**src/rtl/rr_select.sv**
```systemverilog
// -----------------------------------------------------------------------------
// rr_select
// Cyclic "first set bit at or after the pointer" selector, purely combinational.
// Built as two lowest-set-bit priority encoders. One works on the requests at or
// above the pointer, and one works on all requests. It picks the upper one if any
// request is there, otherwise it wraps to the lowest request overall.
//
// Parameters
//   N       number of request lines (N >= 2)
// Ports
//   mask    [N-1:0] request lines (1 = candidate)
//   ptr_oh  [N-1:0] one-hot starting position of the search
//   grant   [N-1:0] one-hot selected line, all zeros when mask is empty
// -----------------------------------------------------------------------------
module rr_select #(
    parameter int N = 4
) (
    input  logic [N-1:0] mask,
    input  logic [N-1:0] ptr_oh,
    output logic [N-1:0] grant
);

    logic [N-1:0] upper_mask;
    logic [N-1:0] masked_req;
    logic [N-1:0] masked_grant;
    logic [N-1:0] unmasked_grant;

    always_comb begin
        // ptr_oh - 1 sets every bit below the pointer; inverting keeps the
        // pointer position and everything above it.
        upper_mask     = ~(ptr_oh - N'(1));
        masked_req     = mask & upper_mask;
        // x & -x isolates the lowest set bit.
        masked_grant   = masked_req & (~masked_req + N'(1));
        unmasked_grant = mask & (~mask + N'(1));
        grant          = (|masked_req) ? masked_grant : unmasked_grant;
    end

endmodule

```
**src/rtl/rr_dispatcher.sv**
```systemverilog
// -----------------------------------------------------------------------------
// rr_dispatcher
// Spreads a single input beat stream over N output channels in round-robin
// order. Each channel has one output register. A channel takes a new beat only
// when its register is empty, and full channels are skipped rather than waited
// on. s_ready depends only on registered state and rst_n, so there is no path
// from m_ready to s_ready.
//
// Optional feature: define RR_DISPATCHER_PACKET_EN for packet mode. That adds
// s_last/m_last. After a non-last beat is accepted, the target channel stays
// locked until the s_last beat is accepted.
//
// Parameters
//   N        number of output channels (N >= 2)
//   W        data width
// Ports
//   clk      clock, rising edge
//   rst_n    synchronous active-low reset
//   s_data   [W-1:0]   input beat
//   s_valid  input beat present
//   s_last   (packet mode only) last beat of packet
//   s_ready  beat accepted this cycle when s_valid is high
//   m_data   [N*W-1:0] channel i data on bits [i*W +: W]
//   m_valid  [N-1:0]   channel i holds a beat
//   m_last   (packet mode only) [N-1:0] channel i beat is last of its packet
//   m_ready  [N-1:0]   channel i consumer accepts
// -----------------------------------------------------------------------------
module rr_dispatcher #(
    parameter int N = 4,
    parameter int W = 32
) (
    input  logic           clk,
    input  logic           rst_n,
    input  logic [W-1:0]   s_data,
    input  logic           s_valid,
`ifdef RR_DISPATCHER_PACKET_EN
    input  logic           s_last,
`endif
    output logic           s_ready,
    output logic [N*W-1:0] m_data,
    output logic [N-1:0]   m_valid,
`ifdef RR_DISPATCHER_PACKET_EN
    output logic [N-1:0]   m_last,
`endif
    input  logic [N-1:0]   m_ready
);

    logic [N-1:0] valid_reg;
    logic [N-1:0] valid_next;
    logic [W-1:0] data_reg [N];
    // The round-robin pointer is kept one-hot because that is how the selector consumes it.
    logic [N-1:0] ptr_reg;
    logic [N-1:0] ptr_next;

    logic [N-1:0] eligible;
    logic [N-1:0] rr_grant;
    logic [N-1:0] target;
    logic [N-1:0] target_rot;
    logic         any_eligible;
    logic         accept;

    assign eligible = ~valid_reg;

    rr_select #(
        .N(N)
    ) u_select (
        .mask   (eligible),
        .ptr_oh (ptr_reg),
        .grant  (rr_grant)
    );

    // The channel after the target is the pointer position for the next search.
    assign target_rot = {target[N-2:0], target[N-1]};

`ifdef RR_DISPATCHER_PACKET_EN
    logic         lock_active_reg;
    logic         lock_active_next;
    logic [N-1:0] lock_reg;
    logic [N-1:0] lock_next;
    logic [N-1:0] last_reg;

    // While a packet is open, only its channel can be used. We stall on that
    // channel instead of skipping it, so the packet beats stay together.
    assign target           = lock_active_reg ? lock_reg : rr_grant;
    assign any_eligible     = lock_active_reg ? ~|(valid_reg & lock_reg) : |eligible;
    assign ptr_next         = (accept & s_last) ? target_rot : ptr_reg;
    assign lock_active_next = accept ? ~s_last : lock_active_reg;
    assign lock_next        = accept ? target : lock_reg;

    always_ff @(posedge clk) begin
        if (!rst_n) begin
            lock_active_reg <= 1'b0;
            lock_reg        <= N'(1);
        end else begin
            lock_active_reg <= lock_active_next;
            lock_reg        <= lock_next;
        end
    end

    always_ff @(posedge clk) begin
        for (int i = 0; i < N; i++) begin
            if (accept && target[i]) begin
                last_reg[i] <= s_last;
            end
        end
    end

    assign m_last = last_reg;
`else
    assign target       = rr_grant;
    assign any_eligible = |eligible;
    assign ptr_next     = accept ? target_rot : ptr_reg;
`endif

    assign s_ready = rst_n & any_eligible;
    assign accept  = s_valid & s_ready;

    genvar gi;
    generate
        for (gi = 0; gi < N; gi++) begin : g_chan
            // A new beat only goes to an empty channel, so loading and draining
            // never hit the same channel on the same edge.
            assign valid_next[gi]       = (accept & target[gi]) | (valid_reg[gi] & ~m_ready[gi]);
            assign m_data[gi*W +: W]    = data_reg[gi];
        end
    endgenerate

    always_ff @(posedge clk) begin
        if (!rst_n) begin
            valid_reg <= '0;
            ptr_reg   <= N'(1);
        end else begin
            valid_reg <= valid_next;
            ptr_reg   <= ptr_next;
        end
    end

    // Data is not reset. Consumers qualify it with m_valid.
    always_ff @(posedge clk) begin
        for (int i = 0; i < N; i++) begin
            if (accept && target[i]) begin
                data_reg[i] <= s_data;
            end
        end
    end

    assign m_valid = valid_reg;

endmodule

```
**config.mk**
```make
export PLATFORM = sky130hd
export DESIGN_NAME = rr_dispatcher
export DESIGN_NICKNAME = d
export VERILOG_FILES = /design/src/rtl/rr_select.sv /design/src/rtl/rr_dispatcher.sv
export SDC_FILE = /design/constraint.sdc
export NUM_CORES = 1
export LEC_CHECK = 0
export ABC_AREA = 1
export CORE_MARGIN = 4
export CORE_UTILIZATION = 43
export DETAILED_ROUTE_END_ITERATION = 10
export GPL_ROUTABILITY_DRIVEN = 0
export PLACE_DENSITY = 0.76
export SLEW_MARGIN = 20
export SYNTH_ARGS = -nofsm -noshare
export SYNTH_HDL_FRONTEND = slang
export SYNTH_SLANG_ARGS = --single-unit
```
**constraint.sdc**
```tcl
create_clock -name clk -period 5.15 [get_ports clk]
set_input_delay 1.03 -clock clk [delete_from_list [all_inputs] [get_ports clk]]
set_output_delay 1.03 -clock clk [all_outputs]
set_load 0.03 [all_outputs]
```
==> flow_summary.ini <==
; flow metrics
[routing]
post_drt_via_cell_ratio = 4.58
post_drt_wl_per_cell_um = 17.5
detail_route.iter0.violations = 81
drt_drc_violations_left = 0
top_layer = met4

[clocking]
post-cts-setup-buffers = 0
cts_num_sinks = 136
cts_made_buffers = 17
clock_latency_ns = 0.50
cts.clk_slew.worst_paths_ns = 0.06
cts_repair_resize_count = 0

[critical_path]
terminus_of_the_critical_flop_to_flop_path = data_reg[1][6]
critPathCapture = s_ready
crit_path_required_time_ns = 4.12
critPathMaxStageDelay_ns = 0.70

[pwr]
netSwitchingFraction_pct = 20.6
clockPowerShare_pct = 45.1
power_clock_mw = 1.20
power_density_nw_per_um2 = 387
post-layout-total-power_mw = 2.65
comb_power_share_pct = 7.4
vdd.ir_drop.worst_v = 0.000191

[cells_and_area]
num_sequential = 136
final_core_utilization_pct = 69.8
comb_area_share_pct = 4.07
layout.clock_buffers = 17
largest_register_ff_count = 128
area_dominant_class = registers
most_frequent_logic_cell_in_the_layout = sky130_fd_sc_hd__clkdlybuf4s50_1
layout_top_cells = sky130_fd_sc_hd__clkdlybuf4s50_1, sky130_fd_sc_hd__edfxtp_1, sky130_fd_sc_hd__clkbuf_16
num-multi-input-gates = 48
fin_cells = 540
buffer_area_share_pct = 25.4
non_clock_buffer_count = 175

[min_path]
worstHoldStart = ptr_reg[3]
min_path_type = reg -> reg
timing.hold.worst_path_depth = 2

[global_routing]
grtUsageTotal_pct = 16.0
globalRouteOverflowTotal = 0
first_global_vias = 2507
antenna_found_initial = 0
grt_start_max_net_pins = 33
globalRouteMet2Util_pct = 28.0

[sta]
timing.final.crit_share_pct = 67.6
report.final.slew_viol_count = 0
setup_viol = 0
report.final.hold_viol_count = 0
fin_ws_ns = 1.67
timing.setup.tns_ns = 0
grt_setup_unrepaired = false

[outcome]
run_status = finished clean

[yosys]
ys_sh_simple_pct = 4.86
synthesis.nets = 241
yosys-dominant-comb-family = simple AND/OR/NAND/NOR gates
synthCells = 201
synthFlopType = sky130_fd_sc_hd__edfxtp_1
top_area_share_pct = 88.3
most_common_cell_in_the_netlist = sky130_fd_sc_hd__edfxtp_1
syn-mean-instance-area_um2 = 21.7
post_synth_main_area_contributors = sky130_fd_sc_hd__edfxtp_1, sky130_fd_sc_hd__dfxtp_1, sky130_fd_sc_hd__nand2_1
yosys.area_share.xor_xnor_pct = 0
asyncSetResetFlopFracSynth_pct = 0
adder_area_share_pct = 0.287
yosys_cells = 201

[floorplan]
io-pin-count = 172
die_y_um = 109
number_of_well_tap_cells_placed = 133
core-area_um2 = 9820
die-width_um = 109

[placement]
postPlaceCellArea_um2 = 6260
dpl_hpwl_mm = 6.75
placedCellCount = 509
preCtsSetupSlack_ns = 1.67

[flow_run]
log.warning_count = 26
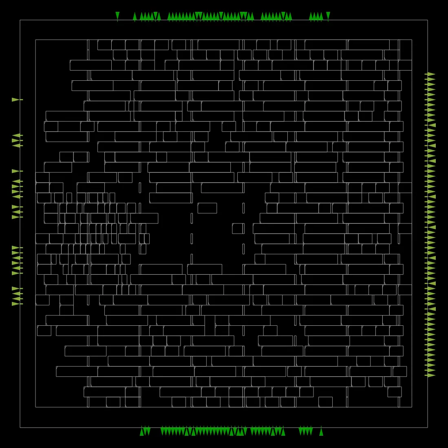
(images/final_placement.png)
number of fill cells: 653
flop share of the area: 58.4%

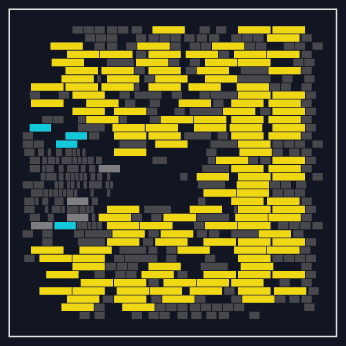
(images/registers.png)
Scale: 3 px per um.
legend:
  cyan:
    signal: m_valid
    flops: 4
    where: middle left
  yellow:
    signal: data_reg
    flops: 128
    where: spread over the die

